File: config.mk
export PLATFORM = sky130hd
export DESIGN_NAME = button_event_generator
export DESIGN_NICKNAME = d
export VERILOG_FILES = /design/src/rtl/button_event_defs.sv /design/src/rtl/edge_detector.sv /design/src/rtl/button_event_generator.sv
export SDC_FILE = /design/constraint.sdc
export NUM_CORES = 1
export LEC_CHECK = 0
export CAP_MARGIN = 0
export CORE_MARGIN = 2
export CORE_UTILIZATION = 55
export DETAILED_ROUTE_END_ITERATION = 10
export PLACE_DENSITY_LB_ADDON = 0.08
export SLEW_MARGIN = 20
export SYNTH_ARGS = -nofsm -noshare
export SYNTH_HDL_FRONTEND = slang
export SYNTH_HIERARCHICAL = 1
export SYNTH_SLANG_ARGS = --single-unit
File: constraint.sdc
create_clock -name clock_i -period 5.8 [get_ports clock_i]
set_clock_uncertainty 0.1 [all_clocks]
set_input_delay 1.74 -clock clock_i [delete_from_list [all_inputs] [get_ports clock_i]]
set_output_delay 1.74 -clock clock_i [all_outputs]
set_load 0.02 [all_outputs]
File: src/rtl/button_event_defs.sv
// Shared constants for the button event generator and the seven-segment top level.
package button_event_defs;

    localparam logic [1:0] ST_IDLE    = 2'd0;
    localparam logic [1:0] ST_PRESSED = 2'd1;
    localparam logic [1:0] ST_REPEAT  = 2'd2;

    // 0.5 s hold and 0.1 s repeat at 100 MHz.
    localparam int unsigned HOLD_COUNT_DEFAULT   = 50_000_000;
    localparam int unsigned REPEAT_COUNT_DEFAULT = 10_000_000;

    typedef enum logic [1:0] {
        StIdle    = ST_IDLE,
        StPressed = ST_PRESSED,
        StRepeat  = ST_REPEAT
    } btn_state_e;

endpackage

File: src/rtl/edge_detector.sv
// Registers the previous button level and produces combinational rise/fall strobes.
module edge_detector (
    input  logic clock_i,
    input  logic reset_ni,
    input  logic in_i,
    output logic rise_o,
    output logic fall_o
);

    logic prev_q;

    // prev resets high so a button held through reset is not seen as a fresh press.
    always_ff @(posedge clock_i) begin
        if (!reset_ni) begin
            prev_q <= 1'b1;
        end else begin
            prev_q <= in_i;
        end
    end

    assign rise_o = in_i & ~prev_q;
    assign fall_o = ~in_i & prev_q;

endmodule

File: src/rtl/button_event_generator.sv
// Turns a debounced button level into press/release/long-press/repeat pulses.
module button_event_generator
    import button_event_defs::*;
#(
    parameter int unsigned COUNTER_WIDTH = 26,
    parameter int unsigned HOLD_COUNT    = HOLD_COUNT_DEFAULT,
    parameter int unsigned REPEAT_COUNT  = REPEAT_COUNT_DEFAULT
) (
    input  logic clock_i,
    input  logic reset_ni,
    input  logic in_i,
    input  logic enable_i,
    output logic press_o,
    output logic release_o,
    output logic long_press_o,
    output logic repeat_o,
    output logic held_o
);

    localparam logic [COUNTER_WIDTH-1:0] HoldLast = COUNTER_WIDTH'(HOLD_COUNT - 1);
    localparam logic [COUNTER_WIDTH-1:0] RepeatLast =
        (REPEAT_COUNT == 0) ? '0 : COUNTER_WIDTH'(REPEAT_COUNT - 1);
    localparam bit RepeatEn = (REPEAT_COUNT != 0);

    logic rise;
    logic fall;

    edge_detector u_edge_detector (
        .clock_i  (clock_i),
        .reset_ni (reset_ni),
        .in_i     (in_i),
        .rise_o   (rise),
        .fall_o   (fall)
    );

    btn_state_e               state_q;
    logic [COUNTER_WIDTH-1:0] counter_q;
    logic                     press_q;
    logic                     release_q;
    logic                     long_press_q;
    logic                     repeat_q;
    logic                     held_q;

    // FSM, hold/repeat timer and registered outputs. While PRESSED or REPEAT the level was
    // high on every prior edge, so in==0 there is exactly a falling strobe.
    always_ff @(posedge clock_i) begin
        if (!reset_ni) begin
            state_q      <= StIdle;
            counter_q    <= '0;
            press_q      <= 1'b0;
            release_q    <= 1'b0;
            long_press_q <= 1'b0;
            repeat_q     <= 1'b0;
            held_q       <= 1'b0;
        end else begin
            press_q      <= 1'b0;
            release_q    <= 1'b0;
            long_press_q <= 1'b0;
            repeat_q     <= 1'b0;
            if (!enable_i) begin
                state_q   <= StIdle;
                counter_q <= '0;
                held_q    <= 1'b0;
            end else begin
                unique case (state_q)
                    StIdle: begin
                        if (rise) begin
                            press_q   <= 1'b1;
                            held_q    <= 1'b1;
                            counter_q <= '0;
                            state_q   <= StPressed;
                        end
                    end
                    StPressed: begin
                        if (fall) begin
                            release_q <= 1'b1;
                            held_q    <= 1'b0;
                            counter_q <= '0;
                            state_q   <= StIdle;
                        end else if (counter_q == HoldLast) begin
                            long_press_q <= 1'b1;
                            counter_q    <= '0;
                            state_q      <= StRepeat;
                        end else begin
                            counter_q <= counter_q + 1'b1;
                        end
                    end
                    StRepeat: begin
                        if (fall) begin
                            release_q <= 1'b1;
                            held_q    <= 1'b0;
                            counter_q <= '0;
                            state_q   <= StIdle;
                        end else if (RepeatEn && counter_q == RepeatLast) begin
                            repeat_q  <= 1'b1;
                            counter_q <= '0;
                        end else if (RepeatEn) begin
                            counter_q <= counter_q + 1'b1;
                        end
                    end
                    default: begin
                        state_q   <= StIdle;
                        counter_q <= '0;
                        held_q    <= 1'b0;
                    end
                endcase
            end
        end
    end

    assign press_o      = press_q;
    assign release_o    = release_q;
    assign long_press_o = long_press_q;
    assign repeat_o     = repeat_q;
    assign held_o       = held_q;

endmodule

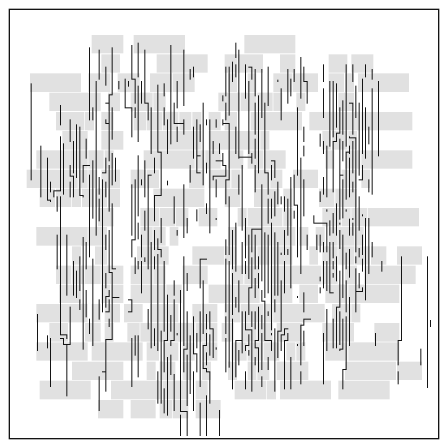
**Above:** M2 wires.
Cells faint in the background.
nets with wire on the layer	192
main direction	vertical
share of all routed wire	47%
wire length on this layer	1,890 µm
routing usage on met2: 0.398
Detailed Route WL: 4.02 mm

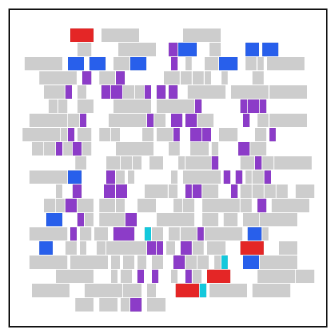
**Above:** selected gate families.
colour	family	cells
blue	AND-OR and OR-AND gates	12
purple	NAND gates	54
cyan	inverters	3
red	adder and majority cells	4
multi-input logic portion of the cell area: 0.534
non-filler cells, final: 261

==> summary.rpt <==
==== FLOW RESULTS ====
----------------------------------------------------
[Synthesis]
  Net count entering floorplan ........................ 218
  Flip-flop and latch count after synthesis ........................ 34
  Share of synthesized cell area in full adder, half adder and majority cells ........................ 0.0284
  Main combinational cell family by area after synthesis ........................ simple AND/OR/NAND/NOR gates
  Cell types with the highest counts after synthesis ........................ sky130_fd_sc_hd__dfxtp_1 (34), sky130_fd_sc_hd__nand2_1 (27), sky130_fd_sc_hd__a31oi_1 (21)
  XOR/XNOR share of the synthesized area ........................ 0.00994
  Primary flip-flop cell chosen by synthesis mapping ........................ sky130_fd_sc_hd__dfxtp_1
  YS warnings ........................ 6

[Die]
  Number of placed I/O pins ........................ 9

[Outcome]
  Outcome ........................ complete, no violations

[Placed design]
  Area of placed instances ........................ between 1500 and 2000 µm²

[CTS]
  H-tree levels ........................ 2
  # hold bufs at CTS ........................ 0
  Number of clock sinks seen by CTS ........................ 34

[Critical path]
  Type of origin of the critical path ........................ input pin

[Hold path]
  WHS Endpoint ........................ counter_q[24]$_SDFFE_PN0P_

[Global routing]
  Global-route wire length before repair ........................ between 7 and 8 mm
  Vias in the first global route ........................ 1,494
  Total global routing track utilization ........................ 0.261

[Route]
  Average vias per placed instance ........................ between 6 and 7

[Layout]
  Most frequent standard cell in the layout excluding fill and tap cells ........................ sky130_fd_sc_hd__dfxtp_1

----------------------------------------------------
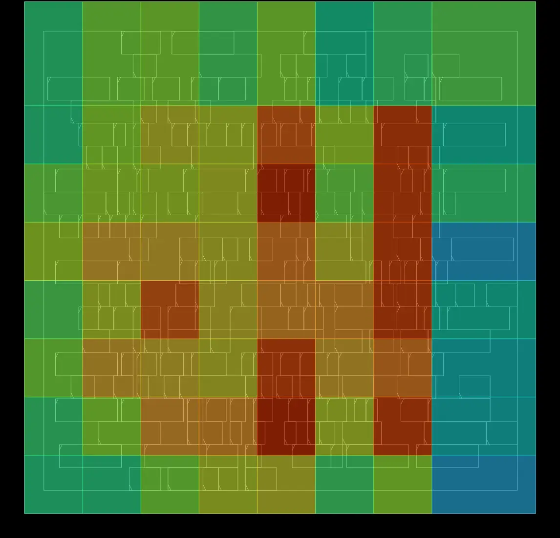
**Above:** routing congestion map.
most used routing layer: met2
final core utilization: 0.624

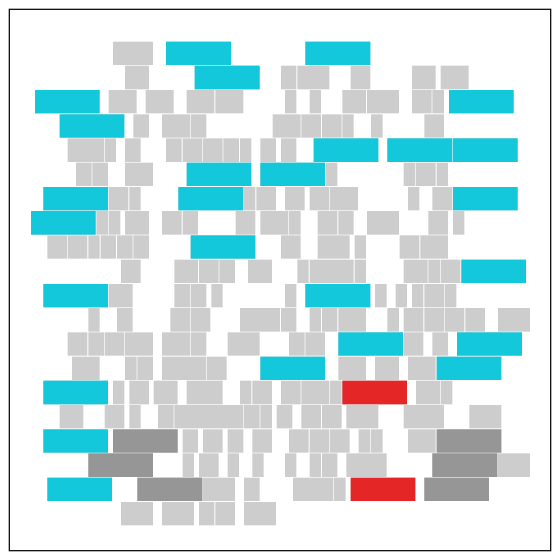
**Above:** sequential cells coloured by netlist name.
Other sequential cells in the stronger grey, the rest of the logic in the fainter grey.
colour	netlist name	sequential cells
red	`state_q`	2
cyan	`counter_q`	26
proportion of cell area occupied by registers: 0.357
Seq. pwr: 235 µW
flip-flop and latch area: 681 µm²

-- power breakdown --
part           switching, mW  leakage (nW)  internal, mW  total (mW)
logic                 0.0103         0.339       0.00623      0.0165
clock network         0.0790        0.0353        0.0587       0.138
registers           0.000501         0.274         0.234       0.235
total                 0.0898         0.648         0.299       0.389
-- final cells by class --
class                           count  area, µm²  share of cell area
Multi-Input combinational cell    164       1020               0.534
Tap cell                           44       55.1              0.0289
Sequential cell                    34        681               0.357
Timing Repair Buffer                8       80.1              0.0420
Inverter                            3       11.3             0.00591
Clock buffer                        7       55.1              0.0289
Clock inverter                      1       5.00             0.00263
-- sequential cells by signal, indices dropped and copies added, names as in the netlist --
register and count:
u_edge_detector/prev_q 1, held_o 1, repeat_o 1, long_press_o 1
state_q 2, counter_q 26, press_o 1, release_o 1
No activity file was given, so power comes from the tool's default toggle rates.
